==> src/rtl/seq_pkg.sv <==
// -----------------------------------------------------------------------------
// seq_pkg
// Shared types and sizing helpers for the seq_sync frame-sync detector.
//   state_t   : FSM state encoding (SEARCH, VERIFY, LOCKED), 2 bits
//   cnt_width : number of bits needed to hold values 0..n-1, never below 1
//   POS_W / HITS_W / MISS_W : counter widths for the default PERIOD,
//                             LOCK_N and LOSS_N
// -----------------------------------------------------------------------------
package seq_pkg;

    typedef enum logic [1:0] {
        SEARCH = 2'd0,
        VERIFY = 2'd1,
        LOCKED = 2'd2
    } state_t;

    // A counter that only ever holds 0..n-1 needs clog2(n) bits. A zero-width
    // vector is illegal, so the result is clamped to one bit.
    function automatic int cnt_width(input int n);
        int w;
        if (n <= 1) begin
            w = 1;
        end else begin
            w = $clog2(n);
        end
        return w;
    endfunction

    localparam int DEF_PERIOD = 8;
    localparam int DEF_LOCK_N = 3;
    localparam int DEF_LOSS_N = 2;

    localparam int POS_W  = cnt_width(DEF_PERIOD);
    localparam int HITS_W = cnt_width(DEF_LOCK_N);
    localparam int MISS_W = cnt_width(DEF_LOSS_N);

endpackage

==> src/rtl/seq_sync_if.sv <==
// -----------------------------------------------------------------------------
// seq_sync_if
// Bit-stream input and framing outputs of the seq_sync detector.
//   en          : bit strobe, bit_in is valid only when en = 1
//   bit_in      : serial data (seq_enc sm_out)
//   match       : one-cycle pulse on any pattern hit
//   frame_start : one-cycle pulse on each in-phase hit while locked
//   locked      : high while the detector is locked
//   match_cnt   : saturating count of match pulses
// Modports: master drives the stream and observes results, slave is the
// detector.
// -----------------------------------------------------------------------------
interface seq_sync_if #(
    parameter int CNT_W = 8
);
    logic             en;
    logic             bit_in;
    logic             match;
    logic             frame_start;
    logic             locked;
    logic [CNT_W-1:0] match_cnt;

    modport master (
        output en,
        output bit_in,
        input  match,
        input  frame_start,
        input  locked,
        input  match_cnt
    );

    modport slave (
        input  en,
        input  bit_in,
        output match,
        output frame_start,
        output locked,
        output match_cnt
    );
endinterface

==> src/rtl/seq_shift_cmp.sv <==
// -----------------------------------------------------------------------------
// seq_shift_cmp
// Shift register, fill counter and pattern comparator for seq_sync.
//   clk, reset : clock and synchronous active-high reset
//   en         : bit strobe
//   bit_in     : serial data
//   hit        : combinational; high when the bit sampled on this edge
//                completes PATTERN and at least PAT_W bits have been
//                received since reset
// -----------------------------------------------------------------------------
module seq_shift_cmp #(
    parameter int               PAT_W   = 4,
    parameter logic [PAT_W-1:0] PATTERN = 4'b1011
) (
    input  logic clk,
    input  logic reset,
    input  logic en,
    input  logic bit_in,
    output logic hit
);

    localparam int FILL_W = $clog2(PAT_W + 1);

    logic [PAT_W-1:0]  sr_r;
    logic [FILL_W-1:0] fill_r;
    logic [PAT_W-1:0]  sr_next_s;
    logic [FILL_W-1:0] fill_next_s;

    // Next shift-register/fill values and the hit decision on the incoming bit.
    always_comb begin
        sr_next_s   = {sr_r[PAT_W-2:0], bit_in};
        fill_next_s = fill_r;
        hit         = 1'b0;
        if (fill_r == FILL_W'(PAT_W)) begin
            fill_next_s = fill_r;
        end else begin
            fill_next_s = fill_r + FILL_W'(1);
        end
        // fill guards against a match built from post-reset zeros.
        if (en && (sr_next_s == PATTERN) && (fill_next_s == FILL_W'(PAT_W))) begin
            hit = 1'b1;
        end else begin
            hit = 1'b0;
        end
    end

    // Shift register and fill counter advance only on strobed edges.
    always_ff @(posedge clk) begin
        if (reset) begin
            sr_r   <= {PAT_W{1'b0}};
            fill_r <= {FILL_W{1'b0}};
        end else if (en) begin
            sr_r   <= sr_next_s;
            fill_r <= fill_next_s;
        end else begin
            sr_r   <= sr_r;
            fill_r <= fill_r;
        end
    end

endmodule

==> src/rtl/seq_sync.sv <==
// -----------------------------------------------------------------------------
// seq_sync
// Frame-sync detector for the seq_enc serial stream. Searches for PATTERN,
// verifies that it repeats every PERIOD bits LOCK_N times, then locks and
// tracks it, dropping lock after LOSS_N consecutive in-phase misses.
//   clk   : system clock, rising edge
//   reset : synchronous active-high reset
//   bus   : seq_sync_if slave (en, bit_in in; match, frame_start, locked,
//           match_cnt out, all registered)
// -----------------------------------------------------------------------------
module seq_sync
    import seq_pkg::*;
#(
    parameter int               PAT_W   = 4,
    parameter logic [PAT_W-1:0] PATTERN = 4'b1011,
    parameter int               PERIOD  = 8,
    parameter int               LOCK_N  = 3,
    parameter int               LOSS_N  = 2,
    parameter int               CNT_W   = 8
) (
    input  logic        clk,
    input  logic        reset,
    seq_sync_if.slave   bus
);

    localparam int POS_BITS  = cnt_width(PERIOD);
    localparam int HIT_BITS  = cnt_width(LOCK_N);
    localparam int MISS_BITS = cnt_width(LOSS_N);

    state_t               state_r;
    state_t               state_n;
    logic [POS_BITS-1:0]  pos_r;
    logic [POS_BITS-1:0]  pos_n;
    logic [HIT_BITS-1:0]  hits_r;
    logic [HIT_BITS-1:0]  hits_n;
    logic [MISS_BITS-1:0] misses_r;
    logic [MISS_BITS-1:0] misses_n;
    logic                 match_r;
    logic                 match_n;
    logic                 frame_start_r;
    logic                 frame_start_n;
    logic                 locked_r;
    logic                 locked_n;
    logic [CNT_W-1:0]     match_cnt_r;
    logic [CNT_W-1:0]     match_cnt_n;
    logic                 hit_s;
    logic                 check_pt_s;

    seq_shift_cmp #(
        .PAT_W   (PAT_W),
        .PATTERN (PATTERN)
    ) u_shift_cmp (
        .clk    (clk),
        .reset  (reset),
        .en     (bus.en),
        .bit_in (bus.bit_in),
        .hit    (hit_s)
    );

    // Next-state, counter and output decode; nothing moves on en=0 edges.
    always_comb begin
        state_n       = state_r;
        pos_n         = pos_r;
        hits_n        = hits_r;
        misses_n      = misses_r;
        match_n       = 1'b0;
        frame_start_n = 1'b0;
        match_cnt_n   = match_cnt_r;
        check_pt_s    = (pos_r == POS_BITS'(PERIOD - 1));

        if (bus.en) begin
            match_n = hit_s;
            case (state_r)
                SEARCH: begin
                    // Every sampled bit is a candidate, so hits may overlap.
                    if (hit_s) begin
                        state_n = VERIFY;
                        hits_n  = HIT_BITS'(1);
                        pos_n   = {POS_BITS{1'b0}};
                    end else begin
                        pos_n   = pos_r;
                    end
                end
                VERIFY: begin
                    // Off-phase hits only pulse match; the anchor stays put.
                    if (check_pt_s) begin
                        pos_n = {POS_BITS{1'b0}};
                        if (hit_s) begin
                            if ((int'(hits_r) + 1) == LOCK_N) begin
                                state_n       = LOCKED;
                                misses_n      = {MISS_BITS{1'b0}};
                                frame_start_n = 1'b1;
                            end else begin
                                hits_n = hits_r + HIT_BITS'(1);
                            end
                        end else begin
                            // The failing bit is not re-tried as a new anchor.
                            state_n = SEARCH;
                            hits_n  = {HIT_BITS{1'b0}};
                        end
                    end else begin
                        pos_n = pos_r + POS_BITS'(1);
                    end
                end
                LOCKED: begin
                    // pos wraps at every check point so phase is never lost.
                    if (check_pt_s) begin
                        pos_n = {POS_BITS{1'b0}};
                        if (hit_s) begin
                            misses_n      = {MISS_BITS{1'b0}};
                            frame_start_n = 1'b1;
                        end else if ((int'(misses_r) + 1) == LOSS_N) begin
                            state_n  = SEARCH;
                            misses_n = {MISS_BITS{1'b0}};
                            hits_n   = {HIT_BITS{1'b0}};
                        end else begin
                            misses_n = misses_r + MISS_BITS'(1);
                        end
                    end else begin
                        pos_n = pos_r + POS_BITS'(1);
                    end
                end
                default: begin
                    state_n  = SEARCH;
                    pos_n    = {POS_BITS{1'b0}};
                    hits_n   = {HIT_BITS{1'b0}};
                    misses_n = {MISS_BITS{1'b0}};
                end
            endcase
        end else begin
            match_n = 1'b0;
        end

        locked_n = (state_n == LOCKED);

        if (match_n && (match_cnt_r != {CNT_W{1'b1}})) begin
            match_cnt_n = match_cnt_r + CNT_W'(1);
        end else begin
            match_cnt_n = match_cnt_r;
        end
    end

    // State, counters and registered outputs.
    always_ff @(posedge clk) begin
        if (reset) begin
            state_r       <= SEARCH;
            pos_r         <= {POS_BITS{1'b0}};
            hits_r        <= {HIT_BITS{1'b0}};
            misses_r      <= {MISS_BITS{1'b0}};
            match_r       <= 1'b0;
            frame_start_r <= 1'b0;
            locked_r      <= 1'b0;
            match_cnt_r   <= {CNT_W{1'b0}};
        end else begin
            state_r       <= state_n;
            pos_r         <= pos_n;
            hits_r        <= hits_n;
            misses_r      <= misses_n;
            match_r       <= match_n;
            frame_start_r <= frame_start_n;
            locked_r      <= locked_n;
            match_cnt_r   <= match_cnt_n;
        end
    end

    assign bus.match       = match_r;
    assign bus.frame_start = frame_start_r;
    assign bus.locked      = locked_r;
    assign bus.match_cnt   = match_cnt_r;

endmodule

==> src/flat_wrapper.sv <==
// flat-port wrapper written by rule: the top's interface ports become plain ports
module seq_sync_flat import seq_pkg::*;
#(
    parameter int               PAT_W   = 4,
    parameter logic [PAT_W-1:0] PATTERN = 4'b1011,
    parameter int               PERIOD  = 8,
    parameter int               LOCK_N  = 3,
    parameter int               LOSS_N  = 2,
    parameter int               CNT_W   = 8
)
  (clk, reset, bus_en, bus_bit_in, bus_match, bus_frame_start, bus_locked, bus_match_cnt);
  seq_sync_if #(.CNT_W(CNT_W)) bus_i ();
  input  logic clk;
  input  logic reset;
  input wire logic [$bits(bus_i.en)-1:0] bus_en;
  input wire logic [$bits(bus_i.bit_in)-1:0] bus_bit_in;
  output wire logic [$bits(bus_i.match)-1:0] bus_match;
  output wire logic [$bits(bus_i.frame_start)-1:0] bus_frame_start;
  output wire logic [$bits(bus_i.locked)-1:0] bus_locked;
  output wire logic [$bits(bus_i.match_cnt)-1:0] bus_match_cnt;
  assign bus_i.en = bus_en;
  assign bus_i.bit_in = bus_bit_in;
  assign bus_match = bus_i.match;
  assign bus_frame_start = bus_i.frame_start;
  assign bus_locked = bus_i.locked;
  assign bus_match_cnt = bus_i.match_cnt;
  seq_sync #(.PAT_W(PAT_W), .PATTERN(PATTERN), .PERIOD(PERIOD), .LOCK_N(LOCK_N), .LOSS_N(LOSS_N), .CNT_W(CNT_W)) u_core (.clk(clk), .reset(reset), .bus(bus_i));
endmodule
==> config.mk <==
export PLATFORM = sky130hd
export DESIGN_NAME = seq_sync_flat
export DESIGN_NICKNAME = d
export VERILOG_FILES = /design/src/rtl/seq_pkg.sv /design/src/rtl/seq_sync_if.sv /design/src/rtl/seq_shift_cmp.sv /design/src/rtl/seq_sync.sv /design/src/flat_wrapper.sv
export SDC_FILE = /design/constraint.sdc
export NUM_CORES = 1
export LEC_CHECK = 0
export CAP_MARGIN = 20
export CELL_PAD_IN_SITES_DETAIL_PLACEMENT = 0
export CELL_PAD_IN_SITES_GLOBAL_PLACEMENT = 1
export CORE_ASPECT_RATIO = 1.5
export CORE_UTILIZATION = 37
export DETAILED_ROUTE_END_ITERATION = 6
export GPL_TIMING_DRIVEN = 0
export PLACE_DENSITY = 0.81
export SYNTH_ARGS = -nofsm -noshare
export SYNTH_HDL_FRONTEND = slang
export SYNTH_SLANG_ARGS = --single-unit
==> constraint.sdc <==
create_clock -name clk -period 2.65 [get_ports clk]
set_clock_uncertainty 0.1 [all_clocks]
set_input_delay 0.53 -clock clk [delete_from_list [all_inputs] [get_ports clk]]
set_output_delay 0.53 -clock clk [all_outputs]
set_load 0.05 [all_outputs]
### Clock distribution, run 1

Scale bar: 20 microns.
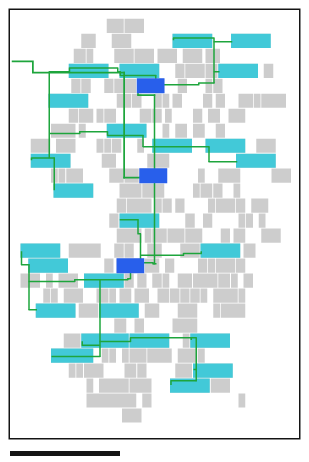
Key: clock wires = green [length 326 microns]; clock drivers = blue [count 3]; flip-flops = cyan [count 25]
Position of the flops: all over the die.

### Register map, names as in the netlist, run 1

Other sequential cells in the stronger gray, the rest of the logic in the fainter gray.
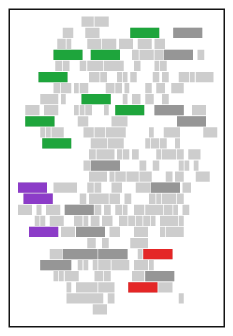
Key: `u_core.state_r` = red [placed flops 2]; `u_core.bus.match_cnt` = green [placed flops 8]; `u_core.u_shift_cmp.sr_r` = purple [placed flops 3]

==> Changelog: implementation, run 1 <==
## Implementation

* Mapped Cells at about 170
* Vias at 1359
* CP Depth at 7
* Largest register FFs at 8
* PnR Total Power at 0.000672 W
* DRT iter0 DRCs at 41
* Yosys reg bits at 25
* Max FO, Critical Path at 8
* Non-clk bufs at 25
* Largest net degree at the start of global routing at 14
* Area Overhead vs Synth at 22.1%
* Chip width at 52.5 microns
* CP required at between 2000 and 3000 ps
* Final Instance Area at 1720 sq um
* Worst setup EP type: flip-flop
* Setup Viol. Count Final at 0
* Synth Area in Compound Gates at 0.194
* Routed len/inst at 14.7 microns
* CP Launch Type: flip-flop
* Synth logic family: simple AND/OR/NAND/NOR gates
* H-tree depth at 1
* Hold path depth at 2
* Final antenna-violating net count at 0
* Rows at 27
* Crit path largest cell delay at 510 ps
* Met3 wire len at 114 microns
* Total Routing Usage GR at 0.189
* Most instantiated logic cells after routing: dfxtp_1 (23), a21oi_1 (13), nand2_1 (13), clkdlybuf4s50_1 (13), nor2_1 (12)
* Final hold violations at 0
* Die H at 77.7 microns
* Non-clock inverter count at 9
* Status: finished clean
* Flop share of the area at 0.293
* Routability cong. at 0.854
* Clk pwr share at 0.340
### Clock routing, run 1

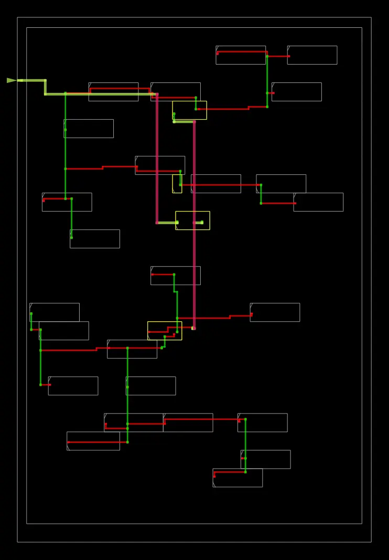
clock sink count: 25
clock latency at the later pin of the worst-skew pair: 270 ps
clkbuf count: 4

### Ports around the boundary, run 1

Pins as bars across the die edge, other pins in gray.
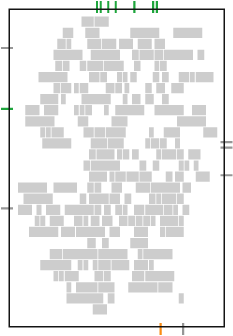
Key: `bus_match_cnt` = green [pins 8, direction output, edge 7 north, 1 west]; `bus_locked` = orange [pins 1, direction output, edge south]

[run 1: what timing repair did]
item                       in CTS  in global routing
setup buffers                   2                  2
resized                         5                 10
setup endpoints to repair       5                  7
pin swaps                       1                  6
hold buffers                    0                  0
[run 1: synth_stat cells (all sizes together), types with 2 or more instances]
cell / number / area, sq um
buf: 2 / 8.75
nor3: 9 / 45.0
or4: 5 / 37.5
nand4: 3 / 18.8
nor2: 12 / 45.0
a21oi: 14 / 70.1
inv: 9 / 33.8
a21bo: 2 / 20.0
ha: 10 / 125
o21ai: 9 / 45.0
nand2b: 4 / 25.0
clkbuf: 6 / 22.5
nand2: 13 / 48.8
o31ai: 3 / 22.5
dfxtp: 25 / 500
o41ai: 2 / 17.5
nand3: 10 / 50.1
and2: 3 / 18.8
mux2i: 6 / 60.1
a31oi: 3 / 18.8
==> run 2: changes to the inputs <==
Settings changed: CORE_ASPECT_RATIO 1.5 to default, SKIP_LAST_GASP from default to 1.
### Register map, names as in the netlist, run 2

Other sequential cells in the stronger gray, the rest of the logic in the fainter gray.
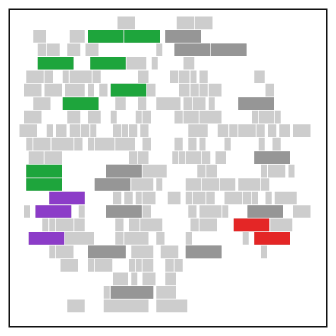
Key: `u_core.state_r` = red [placed flops 2]; `u_core.bus.match_cnt` = green [placed flops 8]; `u_core.u_shift_cmp.sr_r` = purple [placed flops 3]
Another 12 sequential cells are not colored.

### Ports around the boundary, run 2

Pins as bars across the die edge, other pins in gray.
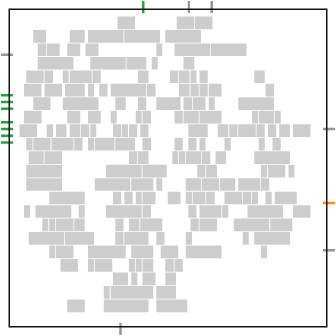
Key: `bus_locked` = orange [pins 1, direction output, edge east]; `bus_match_cnt` = green [pins 8, direction output, edge 7 west, 1 north]
All pins by edge: 8 west, 3 east, 3 north, 1 south.

==> run 2 against run 1 <==
Area after synthesis did not move. Final cell count up 1.7%. Clock power decreased by 2%. Combinational power grew 3%. Worst hold slack is essentially flat. Via count shrank 4.2%. Sequential power about the same.
==> Changelog: implementation, run 2 <==
## Implementation

* Status: finished clean
* Hold Buf Count CTS at 0 (unchanged)
* Cell taking the most area after synthesis: dfxtp_1
* Synth logic family: simple AND/OR/NAND/NOR gates
* Crit path largest cell delay at 480 ps (-30 ps)
* Setup Viol. Count Final at 0 (unchanged)
* Synth cell count leaders: dfxtp_1 (25), a21oi_1 (14), nand2_1 (13), nor2_1 (12)
* Clkbuf count at 3 (-1)
* Die H at 63.8 microns (-18%)
* Max FO, Critical Path at 7 (-1)
* Clk pwr share at 0.336 (-0.004)
* Yosys reg bits at 25 (unchanged)
* H-tree depth at 1 (unchanged)
* DRT iter0 DRCs at 73 (+78%)
* Routability cong. at 0.819 (-4.1%)
* Largest register FFs at 8 (unchanged)
* Flop share of the area at 0.292 (-0.000849)
* Most instantiated logic cells after routing: dfxtp_1 (23), a21oi_1 (13), nand2_1 (13), clkdlybuf4s50_1 (13), nor2_1 (12)
* Final hold violations at 0 (unchanged)
* Final antenna-violating net count at 0 (unchanged)
* Clock latency at the later pin of the worst-skew pair at 270 ps (about the same)
* Chip width at 63.8 microns (+22%)
* Vias at 1302 (-4.2%)
* Largest net degree at the start of global routing at 15 (+1)
* PnR Total Power at 0.000670 W (-0.31%)
* Mapped Cells at 171 (unchanged)
* Top-count cell post-synth: dfxtp_1
* Worst setup EP type: flip-flop
* CP Launch Type: flip-flop
* Top cells, area: dfxtp_1 (35%), ha_1 (8.9%), a21oi_1 (5.0%)
* Clock sink count at 25 (unchanged)
* Routed len/inst at 14.1 microns (-4.1%)
[run 2: repair_timing]
item	4_1_cts	5_1_grt
buffers inserted	3	0
endpoints found under the setup margin	5	4
gates cloned	0	0
pin swaps	6	0
gates resized	8	8
[run 2: worst paths after layout]
path | start | end | slack, ps | depth (start not counted)
setup / recovery | u_core.u_shift_cmp.fill_r[0] | u_core.bus.match_cnt[4] | 70 | 8
hold / removal | u_core.u_shift_cmp.sr_r[2] | u_core.u_shift_cmp.sr_r[2] | 390 | 2
setup reg to reg | u_core.u_shift_cmp.fill_r[0] | u_core.bus.match_cnt[4] | 70 | 8
hold reg to reg | u_core.u_shift_cmp.sr_r[2] | u_core.u_shift_cmp.sr_r[2] | 390 | 2
Power is estimated from default activity; no workload was simulated.
